[src/rtl/alu_operand_stage_pkg.sv]
// Shared datapath width and ALU operand-select encodings for the operand stage.
// Constants only; no logic.
package alu_operand_stage_pkg;

  localparam int REG_LEN = 32;

  localparam logic [1:0] ALU1_RS1    = 2'd0;
  localparam logic [1:0] ALU1_PC     = 2'd1;
  localparam logic [1:0] ALU1_ZERO   = 2'd2;

  localparam logic [1:0] ALU2_RS2    = 2'd0;
  localparam logic [1:0] ALU2_IMM    = 2'd1;
  localparam logic [1:0] ALU2_CONST4 = 2'd2;

  localparam logic [1:0] SEL_ZERO    = 2'd3;

endpackage

[src/rtl/alu_operand_stage_fwd_unit.sv]
// Bypass mux for one source register: EX result, then MEM result, then register file.
// Purely combinational, no backpressure; x0 is never bypassed.
module fwd_unit #(
  parameter int WIDTH = 32,
  parameter int RADDR = 5
) (
  input  logic [RADDR-1:0] rs_addr,
  input  logic [WIDTH-1:0] rs_d,
  input  logic             ex_rd_we,
  input  logic [RADDR-1:0] ex_rd_addr,
  input  logic [WIDTH-1:0] ex_result,
  input  logic             ex_is_load,
  input  logic             mem_rd_we,
  input  logic [RADDR-1:0] mem_rd_addr,
  input  logic [WIDTH-1:0] mem_result,
  output logic [WIDTH-1:0] fwd_d
);

  logic rs_nonzero;
  logic ex_hit;
  logic mem_hit;

  assign rs_nonzero = (rs_addr != '0);
  // A load in EX has no data yet; the top stalls on that case instead.
  assign ex_hit     = ex_rd_we && (ex_rd_addr == rs_addr) && rs_nonzero && !ex_is_load;
  assign mem_hit    = mem_rd_we && (mem_rd_addr == rs_addr) && rs_nonzero;

  always_comb begin
    fwd_d = rs_d;
    if (ex_hit) begin
      fwd_d = ex_result;
    end else if (mem_hit) begin
      fwd_d = mem_result;
    end
  end

endmodule

[src/rtl/alu_operand_stage.sv]
// Forwards and selects ALU operands into a one-entry output register; one-cycle latency.
// Stalls upstream on load-use hazards, flush, or a full register with out_ready low.
module alu_operand_stage
  import alu_operand_stage_pkg::*;
#(
  parameter int WIDTH = REG_LEN,
  parameter int RADDR = 5,
  parameter int CNT_W = 16
) (
  input  logic             clk,
  input  logic             rst_n,
  input  logic             in_valid,
  output logic             in_ready,
  input  logic [WIDTH-1:0] rs1_d,
  input  logic [WIDTH-1:0] rs2_d,
  input  logic [WIDTH-1:0] imm,
  input  logic [WIDTH-1:0] pc,
  input  logic [RADDR-1:0] rs1_addr,
  input  logic [RADDR-1:0] rs2_addr,
  input  logic [1:0]       alu1_sel,
  input  logic [1:0]       alu2_sel,
  input  logic             ex_rd_we,
  input  logic [RADDR-1:0] ex_rd_addr,
  input  logic [WIDTH-1:0] ex_result,
  input  logic             ex_is_load,
  input  logic             mem_rd_we,
  input  logic [RADDR-1:0] mem_rd_addr,
  input  logic [WIDTH-1:0] mem_result,
  input  logic             flush,
  output logic             out_valid,
  input  logic             out_ready,
  output logic [WIDTH-1:0] alu_in1,
  output logic [WIDTH-1:0] alu_in2,
  output logic [WIDTH-1:0] store_d,
  output logic [CNT_W-1:0] stall_cnt
);

  logic [WIDTH-1:0] rs1_fwd;
  logic [WIDTH-1:0] rs2_fwd;
  logic [WIDTH-1:0] op1;
  logic [WIDTH-1:0] op2;
  logic             hazard;
  logic             xfer;

  logic             out_valid_q, out_valid_d;
  logic [WIDTH-1:0] alu_in1_q, alu_in1_d;
  logic [WIDTH-1:0] alu_in2_q, alu_in2_d;
  logic [WIDTH-1:0] store_d_q, store_d_d;
  logic [CNT_W-1:0] stall_cnt_q, stall_cnt_d;

  fwd_unit #(.WIDTH(WIDTH), .RADDR(RADDR)) u_fwd_rs1 (
    .rs_addr     (rs1_addr),
    .rs_d        (rs1_d),
    .ex_rd_we    (ex_rd_we),
    .ex_rd_addr  (ex_rd_addr),
    .ex_result   (ex_result),
    .ex_is_load  (ex_is_load),
    .mem_rd_we   (mem_rd_we),
    .mem_rd_addr (mem_rd_addr),
    .mem_result  (mem_result),
    .fwd_d       (rs1_fwd)
  );

  fwd_unit #(.WIDTH(WIDTH), .RADDR(RADDR)) u_fwd_rs2 (
    .rs_addr     (rs2_addr),
    .rs_d        (rs2_d),
    .ex_rd_we    (ex_rd_we),
    .ex_rd_addr  (ex_rd_addr),
    .ex_result   (ex_result),
    .ex_is_load  (ex_is_load),
    .mem_rd_we   (mem_rd_we),
    .mem_rd_addr (mem_rd_addr),
    .mem_result  (mem_result),
    .fwd_d       (rs2_fwd)
  );

  always_comb begin
    op1 = '0;
    case (alu1_sel)
      ALU1_RS1: op1 = rs1_fwd;
      ALU1_PC:  op1 = pc;
      default:  op1 = '0;
    endcase
  end

  always_comb begin
    op2 = '0;
    case (alu2_sel)
      ALU2_RS2:    op2 = rs2_fwd;
      ALU2_IMM:    op2 = imm;
      ALU2_CONST4: op2 = WIDTH'(4);
      default:     op2 = '0;
    endcase
  end

  // rs2 always counts as used: store data is taken from it whatever alu2_sel says.
  assign hazard = in_valid && ex_rd_we && ex_is_load && (ex_rd_addr != '0) &&
                  (((alu1_sel == ALU1_RS1) && (ex_rd_addr == rs1_addr)) ||
                   (ex_rd_addr == rs2_addr));

  assign in_ready = !flush && !hazard && (!out_valid_q || out_ready);
  assign xfer     = in_valid && in_ready;

  always_comb begin
    out_valid_d = out_valid_q;
    alu_in1_d   = alu_in1_q;
    alu_in2_d   = alu_in2_q;
    store_d_d   = store_d_q;
    stall_cnt_d = stall_cnt_q;
    if (flush) begin
      out_valid_d = 1'b0;
    end else if (xfer) begin
      out_valid_d = 1'b1;
    end else if (out_ready) begin
      out_valid_d = 1'b0;
    end
    if (xfer) begin
      alu_in1_d = op1;
      alu_in2_d = op2;
      store_d_d = rs2_fwd;
    end
    if (hazard && !flush && (stall_cnt_q != {CNT_W{1'b1}})) begin
      stall_cnt_d = stall_cnt_q + CNT_W'(1);
    end
  end

  always_ff @(posedge clk or negedge rst_n) begin
    if (!rst_n) begin
      out_valid_q <= 1'b0;
      alu_in1_q   <= '0;
      alu_in2_q   <= '0;
      store_d_q   <= '0;
      stall_cnt_q <= '0;
    end else begin
      out_valid_q <= out_valid_d;
      alu_in1_q   <= alu_in1_d;
      alu_in2_q   <= alu_in2_d;
      store_d_q   <= store_d_d;
      stall_cnt_q <= stall_cnt_d;
    end
  end

  assign out_valid = out_valid_q;
  assign alu_in1   = alu_in1_q;
  assign alu_in2   = alu_in2_q;
  assign store_d   = store_d_q;
  assign stall_cnt = stall_cnt_q;

endmodule

[config.mk]
export PLATFORM = sky130hd
export DESIGN_NAME = alu_operand_stage
export DESIGN_NICKNAME = d
export VERILOG_FILES = /design/src/rtl/alu_operand_stage_pkg.sv /design/src/rtl/alu_operand_stage_fwd_unit.sv /design/src/rtl/alu_operand_stage.sv
export SDC_FILE = /design/constraint.sdc
export NUM_CORES = 1
export LEC_CHECK = 0
export ABC_AREA = 1
export CAP_MARGIN = 5
export CORE_MARGIN = 10
export CORE_UTILIZATION = 49
export DETAILED_ROUTE_END_ITERATION = 16
export PLACE_DENSITY_LB_ADDON = 0.1
export SLEW_MARGIN = 20
export SYNTH_ARGS = -nofsm -noshare
export SYNTH_HDL_FRONTEND = slang
export SYNTH_HIERARCHICAL = 1
export SYNTH_SLANG_ARGS = --single-unit
[constraint.sdc]
create_clock -name clk -period 3.3 [get_ports clk]
set_input_delay 0.825 -clock clk [delete_from_list [all_inputs] [get_ports clk]]
set_output_delay 0.825 -clock clk [all_outputs]
set_load 0.01 [all_outputs]
==> changes_impl.md <==
### Physical design

- Status: finished clean
- RePlAce Congestion: 0.929
- Synth Warn #: 6
- CTS Hold Bufs: 0
- Detailed Routing Iterations Pass 1: 6
- Post-CTS setup buffers: 0
- Final Power: approximately 5300 uW
- CTS root buffer: clkbuf_16
- DIE HEIGHT: around 150 um
- Slew Viols, Final: 0
- Init Core Util: 0.497
- Seq. pwr: around 1700 uW
- Post-detail-place hpwl: between 20000 and 30000 um
- Post-synth seq share: 0.318
- Crit path depth: 10
- Comb pwr: 1540 uW
- Int Pwr: between 3000 and 4000 uW
- Worst-path fanout max: 3
- Row Count: 49
- Cell Area, Synth: between 8000 and 9000 um^2
- CP dominant cell by count: nand2_1
- Post-route minimum period: 3.15 ns
- Syn Inst Count: roughly 1400
- Beginning of the critical path: rs1_addr[0]
- Worst Setup EP: in_ready
- Antenna-violating nets left: 0
- Mux share: 0
- RSZ-0062 raised after global routing: false
- Post-CTS sizing: 6
- Clk slew on worst S/H paths: roughly 0.06 ns
- Layout cells sized above 1: 0.0840
- Biggest area cells: dfrtp_1, nand2_1, nand3_1
- Number of fill cells: 1451
- Worst r2r dst: store_d[9]
- Syn nets: about 1700
- Crit path buf inv count: 4
- Worst-Margin Slew: between 1 and 1.5 ns
- Tool warnings: 26
- Antenna violations before repair: 10
- Storage cell area: 2830 um^2
- Ys async rst share: 1.00
- Registers, synthesis: about 110
- Slew Limit Headroom: 0.267
- WL/cell: ~20 um
- Logic area: ~4900 um^2
- Vias in the first global route: roughly 11000
- XORs/XNORs by Area: 0.0138
- CP top delay family: buffers and inverters
- Die boundary width: 155 um
- TritonCTS clock tree: done
- GR Util All Layers: 0.315
- Clock Tree Buf Depth: 2
- WL final: about 40000 um
- Pwr per Cell Area: ~400 nW/um^2
- Met3 WL: around 4600 um
- Highest Signal Layer: met5
- Critical Path End Type: primary output
- Die area: 24000 um^2
- Most common reg cell: dfrtp_1
- Hold Crit Class: in -> async
- Max-cap check violation count: 0
- I/O pins: 338
- Gr busiest metal: met2
- Syn avg cell area: about 6.2 um^2
- Dominant combinational family: simple AND/OR/NAND/NOR gates
- Area leader share: 0.318
- Yosys Instances: 1436
- Sink Count: 113
- CP max-delay cell: clkdlybuf4s50_1
- Worst-Skew Late Latency: between 0.4 and 0.5 ns
- TNS Setup: 0 ns
- Via density: between 5 and 6
- Final setup viols: 0
- Sequential fraction of design power: 0.316
- Ao+oa area frac: 0.00674
- Count leader, synth: nand2_1
- Yosys chip area: slightly below 9000 um^2
- Cell chain of the critical path: clkdlybuf4s50_1 -> inv_1 -> nand2_1 -> nand2_1 -> nor2_1 -> nand3_1 -> nand2_2 -> a21boi_0 -> buf_4 -> dlygate4sd2_1
- Largest net degree at the start of global routing: 98
- Finished layout cell area: about 13000 um^2
- VDD IR max: 399 uV
- Fin util: 0.739
- Final period util: 0.954
- Comb power frac: 0.291
- Sw frac: 0.297
- Detailed-route via count: 11200
- Final hold violations: 0
- Starting DRC count in detailed routing: approximately 1400
- Worst path arrival time: about 2.3 ns
- Leak: 0.00709 uW
- Port buffer count: 337
- Most numerous logic cell after layout: nand2_1
- CP Launch Type: input port
- Worst flop-to-flop path startpoint: out_valid
- P_sw: ~1600 uW
- Core area: roughly 18000 um^2
- DRC: 0
- Total CTS buffers: 17
- Worst path required time: ~2.5 ns
- GRT Residual Overflow: 0
- Synth Area in Simple Gates: 0.519
- Met3 Track Usage GR: 0.104
- Hold WS: 0.296 ns
- Clock Skew: between 0.006 and 0.007 ns
- Wl on met1: ~14000 um
- CTS H-tree depth: 4
- Synthesis-to-layout area growth: 48.6%
- Crit Path Category: in -> out
- Wire length of the first global-routing pass: just over 60000 um
- Path depth of the worst reg2reg path: 6
- Leading area contributor after synthesis: dfrtp_1
- Worst path max stage delay: just over 0.5 ns
- Final net count: approximately 2000
- EDFF count, synth: 0
==> logic make-up (layout without fill, tap and decap cells) <==
kind of cell | after synthesis | in the layout
xor+xnor | 14 | 14
fa+ha+maj | 1 | 1
flops | 113 | 113
other cells | 0 | 10
simple gates | 1015 | 1015
compound gates | 10 | 10
buf+inv | 283 | 609
==> metrics by stage <==
step	setup slack (ns)	cells
2_1_floorplan	0.631	1436
5_1_grt	0.0132	1997
3_3_place_gp	-0.264	1959
6_report	0.153	2001
3_5_place_dp	-0.287	1959
4_1_cts	0.0543	1990
==> area by class of cell <==
cell class	instances	area share
Antenna cell	10	0.00189
Clock buffer	22	0.0366
Clock inverter	9	0.0134
Inverter	184	0.0522
Multi-Input combinational cell	1040	0.367
Sequential cell	113	0.214
Tap cell	229	0.0217
Timing Repair Buffer	394	0.294
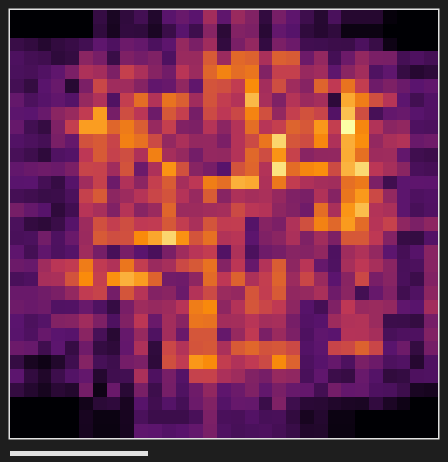
**Above:** wire density map.
Bar = 50 um. The die is cut into 31 by 31 equal tiles; black is low, pale yellow is high, scaled to the fullest tile. Values are wire area over tile area, all layers added.
emptiest ninth of the die: lower left
mean over tiles: 0.29
tiles over half the peak: 22%
fullest tile: 0.84
nearly empty tiles: 5.4%
densest ninth of the die: center

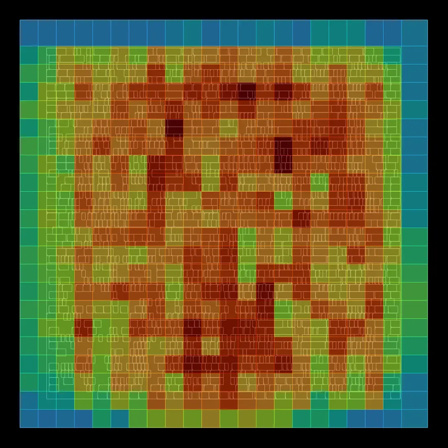
**Above:** track usage over the die.
grt met2 use: 0.498
met1 Track Usage GR: 0.370

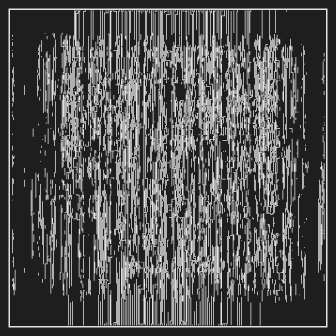
**Above:** the metal 2 layer.
longest straight run: 74.5 um
wire length on this layer: 18200 um
main direction: vertical
nets with wire on the layer: 1552
share of all routed wire: 46%

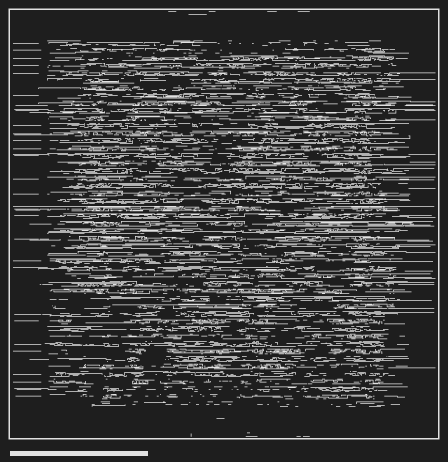
**Above:** met1 routing.
Bar = 50 um.
longest straight run: 58.9 um
main direction: horizontal
wire length on this layer: 14300 um
nets with wire on the layer: 1760

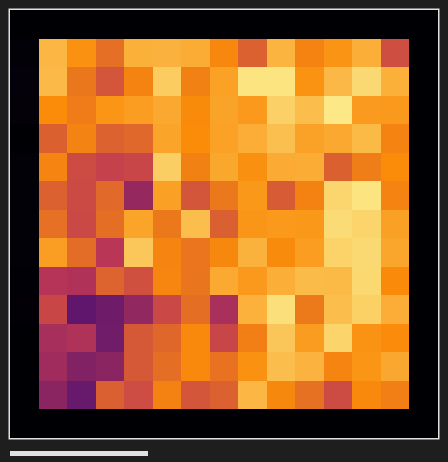
**Above:** placement density heat map.
Bar = 50 um. The die is cut into 15 by 15 equal tiles; black is low, pale yellow is high, 0 to 100% covered.
densest ninth of the die: center
fullest tile: 95%
mean over tiles: 54%
tiles over 75% full: 36%
emptiest ninth of the die: lower left

Power is estimated from default activity; no workload was simulated.
